<file path="src/rtl/zilla_arith_pkg.sv">
// Shared arithmetic package for the Zilla integer datapath.
// Holds the sequential-adder FSM state encoding and sizing helpers.
//   state_e     : IDLE / RUN / DONE encoding (2-bit)
//   nibbles()   : number of 4-bit slices in an operand of the given width
//   idx_width() : bit width of a nibble index for a given slice count
package zilla_arith_pkg;

    typedef enum logic [1:0] {
        ST_IDLE = 2'd0,
        ST_RUN  = 2'd1,
        ST_DONE = 2'd2
    } state_e;

    function automatic int nibbles(input int width);
        return width / 4;
    endfunction

    // A single-nibble operand still needs a 1-bit index register.
    function automatic int idx_width(input int n);
        return (n > 1) ? $clog2(n) : 1;
    endfunction

endpackage

</file>
<file path="src/rtl/cla_adder_4bit.sv">
// 4-bit carry-lookahead adder slice. Purely combinational.
// Ports:
//   a_i, b_i : 4-bit addends
//   cin_i    : carry into bit 0
//   sum_o    : 4-bit sum
//   cout_o   : carry out of bit 3
module cla_adder_4bit (
    input  logic [3:0] a_i,
    input  logic [3:0] b_i,
    input  logic       cin_i,
    output logic [3:0] sum_o,
    output logic       cout_o
);

    logic [3:0] g;
    logic [3:0] p;
    logic [4:0] c;

    assign g = a_i & b_i;
    assign p = a_i ^ b_i;

    // Every carry is a flat sum-of-products of cin, so no carry ripples.
    assign c[0] = cin_i;
    assign c[1] = g[0] | (p[0] & cin_i);
    assign c[2] = g[1] | (p[1] & g[0]) | (p[1] & p[0] & cin_i);
    assign c[3] = g[2] | (p[2] & g[1]) | (p[2] & p[1] & g[0])
                | (p[2] & p[1] & p[0] & cin_i);
    assign c[4] = g[3] | (p[3] & g[2]) | (p[3] & p[2] & g[1])
                | (p[3] & p[2] & p[1] & g[0])
                | (p[3] & p[2] & p[1] & p[0] & cin_i);

    assign sum_o  = p ^ c[3:0];
    assign cout_o = c[4];

endmodule

</file>
<file path="src/rtl/cla_seq_adder_ctrl.sv">
// Sequential WIDTH-bit add/subtract built on one 4-bit CLA slice.
// One nibble is processed per clock, LSB first; the carry between nibbles
// is held in a register so the combinational carry chain is one slice deep.
//
//   state | meaning
//   ------+---------------------------------------------------------------
//   IDLE  | in_ready high; a handshake latches operands and starts RUN
//   RUN   | one nibble per edge at idx; leaves after nibble N-1 is written
//   DONE  | result held on out_*, out_valid high until out_ready
//
// Ports:
//   clk, rst                    : clock, synchronous active-high reset
//   in_valid / in_ready         : operand handshake
//   in_a, in_b, in_cin, in_sub  : operands, carry-in (add only), subtract
//   out_valid / out_ready       : result handshake
//   out_sum, out_cout, out_ovf  : result, carry out, signed overflow
//   busy                        : high whenever not IDLE
module cla_seq_adder_ctrl
    import zilla_arith_pkg::*;
#(
    parameter int WIDTH = 32
) (
    input  logic             clk,
    input  logic             rst,
    input  logic             in_valid,
    output logic             in_ready,
    input  logic [WIDTH-1:0] in_a,
    input  logic [WIDTH-1:0] in_b,
    input  logic             in_cin,
    input  logic             in_sub,
    output logic             out_valid,
    input  logic             out_ready,
    output logic [WIDTH-1:0] out_sum,
    output logic             out_cout,
    output logic             out_ovf,
    output logic             busy
);

    localparam int N  = nibbles(WIDTH);
    localparam int IW = idx_width(N);
    localparam logic [IW-1:0] IDX_LAST = IW'(N - 1);

    state_e           state_q;
    logic [IW-1:0]    idx_q;
    logic             carry_q;
    logic [WIDTH-1:0] a_q;
    logic [WIDTH-1:0] b_q;
    logic [WIDTH-1:0] sum_q;
    logic [WIDTH-1:0] sum_d;
    logic [WIDTH-1:0] out_sum_q;
    logic             out_cout_q;
    logic             out_ovf_q;
    logic             out_valid_q;
    logic             busy_q;

    logic [3:0] slice_a;
    logic [3:0] slice_b;
    logic [3:0] slice_sum;
    logic       slice_cout;

    assign slice_a = a_q[4*idx_q +: 4];
    assign slice_b = b_q[4*idx_q +: 4];

    cla_adder_4bit u_slice (
        .a_i    (slice_a),
        .b_i    (slice_b),
        .cin_i  (carry_q),
        .sum_o  (slice_sum),
        .cout_o (slice_cout)
    );

    // Sum register with the current nibble merged in; on the last RUN edge
    // this is the complete result and is copied to out_sum in the same edge.
    always_comb begin
        sum_d = sum_q;
        sum_d[4*idx_q +: 4] = slice_sum;
    end

    always_ff @(posedge clk) begin
        if (rst) begin
            state_q     <= ST_IDLE;
            idx_q       <= '0;
            carry_q     <= 1'b0;
            a_q         <= '0;
            b_q         <= '0;
            sum_q       <= '0;
            out_sum_q   <= '0;
            out_cout_q  <= 1'b0;
            out_ovf_q   <= 1'b0;
            out_valid_q <= 1'b0;
            busy_q      <= 1'b0;
        end else begin
            case (state_q)
                ST_IDLE: begin
                    if (in_valid) begin
                        // Subtract is A + ~B + 1; the carry-in input is unused.
                        a_q     <= in_a;
                        b_q     <= in_sub ? ~in_b : in_b;
                        carry_q <= in_sub ? 1'b1 : in_cin;
                        sum_q   <= '0;
                        idx_q   <= '0;
                        busy_q  <= 1'b1;
                        state_q <= ST_RUN;
                    end
                end
                ST_RUN: begin
                    sum_q   <= sum_d;
                    carry_q <= slice_cout;
                    if (idx_q == IDX_LAST) begin
                        idx_q       <= '0;
                        out_sum_q   <= sum_d;
                        out_cout_q  <= slice_cout;
                        // Like-signed addends giving a differently-signed sum.
                        out_ovf_q   <= (a_q[WIDTH-1] == b_q[WIDTH-1])
                                     & (slice_sum[3] != a_q[WIDTH-1]);
                        out_valid_q <= 1'b1;
                        state_q     <= ST_DONE;
                    end else begin
                        idx_q <= idx_q + 1'b1;
                    end
                end
                ST_DONE: begin
                    if (out_ready) begin
                        out_valid_q <= 1'b0;
                        busy_q      <= 1'b0;
                        state_q     <= ST_IDLE;
                    end
                end
                default: begin
                    idx_q       <= '0;
                    out_valid_q <= 1'b0;
                    busy_q      <= 1'b0;
                    state_q     <= ST_IDLE;
                end
            endcase
        end
    end

    assign in_ready  = (state_q == ST_IDLE) & ~rst;
    assign out_valid = out_valid_q;
    assign busy      = busy_q;
    assign out_sum   = out_sum_q;
    assign out_cout  = out_cout_q;
    assign out_ovf   = out_ovf_q;

endmodule
</file>
<file path="config.mk">
export PLATFORM = sky130hd
export DESIGN_NAME = cla_seq_adder_ctrl
export DESIGN_NICKNAME = d
export VERILOG_FILES = /design/src/rtl/zilla_arith_pkg.sv /design/src/rtl/cla_adder_4bit.sv /design/src/rtl/cla_seq_adder_ctrl.sv
export SDC_FILE = /design/constraint.sdc
export NUM_CORES = 1
export LEC_CHECK = 0
export CAP_MARGIN = 30
export CORE_MARGIN = 4
export CORE_UTILIZATION = 38
export CTS_BUF_LIST = sky130_fd_sc_hd__clkbuf_4
export CTS_CLUSTER_DIAMETER = 60
export DETAILED_ROUTE_END_ITERATION = 16
export GPL_ROUTABILITY_DRIVEN = 0
export GPL_TIMING_DRIVEN = 0
export PLACE_DENSITY_LB_ADDON = 0.05
export SLEW_MARGIN = 20
export SYNTH_ARGS = -nofsm -noshare
export SYNTH_HDL_FRONTEND = slang
export SYNTH_SLANG_ARGS = --single-unit
</file>
<file path="constraint.sdc">
create_clock -name clk -period 5.2 [get_ports clk]
set_clock_uncertainty 0.2 [all_clocks]
set_input_delay 1.04 -clock clk [delete_from_list [all_inputs] [get_ports clk]]
set_output_delay 1.04 -clock clk [all_outputs]
set_load 0.05 [all_outputs]
</file>
Close-up of the layout:
Region (53, 81) to (83, 111) microns. Cells in gray, sequential cells in the stronger gray; small squares are vias.
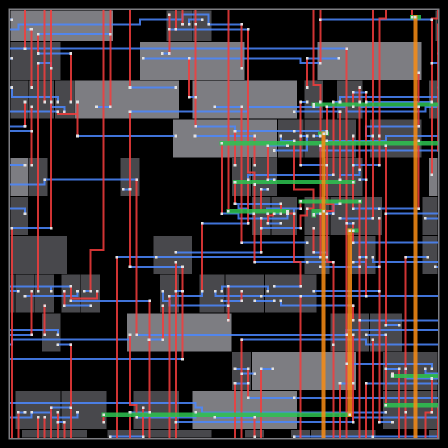
legend:
  M3:
    color: green
  M4:
    color: orange
  M1:
    color: blue
  M2:
    color: red
netlist names of flops here include: `sum_q` (4), `a_q` (3), `idx_q` (2)
most frequent: dfxtp_1 (9), nand2_1 (8)
sequential cells in the window: 9
cells with their middle in the window: 50

Metal 1:
(3 px per micron) Supply wires on this layer in gray.
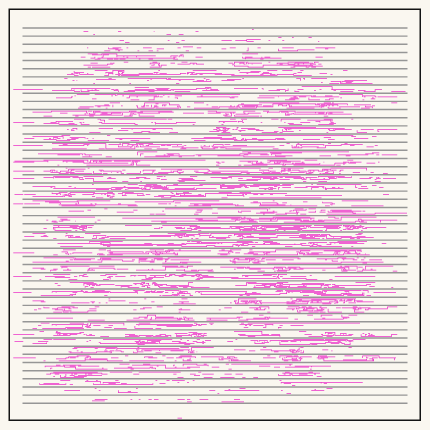
main direction: horizontal
share of all routed wire: 43%
wire length on this layer: 8150 microns
nets with wire on the layer: 847
via count: 5629
final WL: 18800 microns
met1 Use GR: 25.8%

Wiring by layer:
(3 px per micron) Only two layers are drawn.
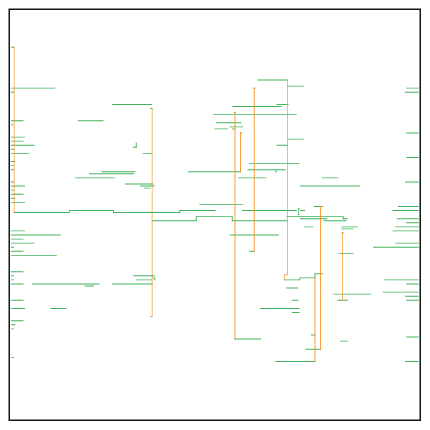
legend:
  M4:
    color: orange
    wire_length: 433 microns
  M3:
    color: green
    wire_length: 881 microns
GRT Overall Usage: 20.8%
wire length per cell: 17.4 microns

Routing congestion map:
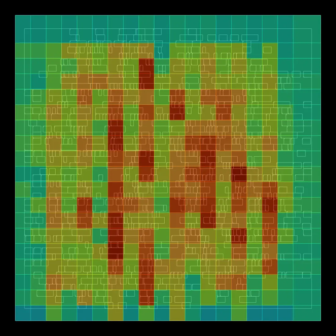
M2 GR Usage: 35.8%
final core occ: 49.2%
gr busiest metal: met2
met3 usage: 4.01%

==> Changelog: implementation <==
### Changed

* R2R Path Start: idx_q[1]
* Fmax at approximately 0.22 GHz
* Vias per cell at 5.23
* Worst hold slack at around 260 ps
* Initial DRC count at 376
* Setup crit end kind: output port
* Setup tns final at 0 ps
* #FFs+latches synth at ~140
* Vias in the first global route at around 5600
* Clk pwr at 0.772 mW
* YS chip area at 6280 sq um
* Synth Seq Share at about 44%
* EDFF count, synth at 0
* Synth Instances at 723
* Most frequent cells in the layout: dfxtp_1 (138), nand2_1 (122), clkdlybuf4s50_1 (104)
* Combinational share of power at 16.1%
* Mapped Nets at between 800 and 900
* Unrepaired setup endpoints after global routing: false
* Total CTS buffers at 17
* Filler cells at 1547
* CP Launch Type: input port
* Synth async-reset ratio at 0%
* Die H at 137 microns
* Internal power at approximately 1.6 mW
* Sequential Power at 1.12 mW
* Clk pwr share at between 30 and 40%
* Repair and plain buffers at roughly 170
* Ys flop type: dfxtp_1
* Metal-1 WL at slightly above 8000 microns
* Clk latency late pin at around 560 ps
* Post-place setup slack at around 570 ps
* Net Sw Frac at between 20% and 30%
* Finished Layout Cells at between 1000 and 1500
* Outcome: completed
* Die width at approximately 140 microns
* Nets at 926
* ClkCell Share at between 3 and 4%
## worst max path at each step
| stage | end | slack, ps | cells after the start |
|---|---|---|---|
| 6_report | in_ready | 570 | 5 |
| 5_1_grt | in_ready | 410 | 5 |
| 4_1_cts | in_ready | 570 | 5 |
| 3_5_place_dp | in_ready | 570 | 5 |
| 3_3_place_gp | in_ready | 600 | 5 |
| 2_1_floorplan | in_ready | 1310 | 4 |
## kinds of logic after synthesis
logic type | count (synthesis) | share of synthesized area [%]
simple gates | 278 | 19.1
fa+ha+maj | 10 | 2.11
mux | 33 | 8.45
compound gates | 161 | 16.8
xor+xnor | 36 | 5.02
buf+inv | 67 | 4.52
flops | 138 | 44.0
## critical path: cells and delay by family
family	cells	cell delay, ps
buf+inv	4	2150
simple gates	1	180
Power is estimated from default activity; no workload was simulated.
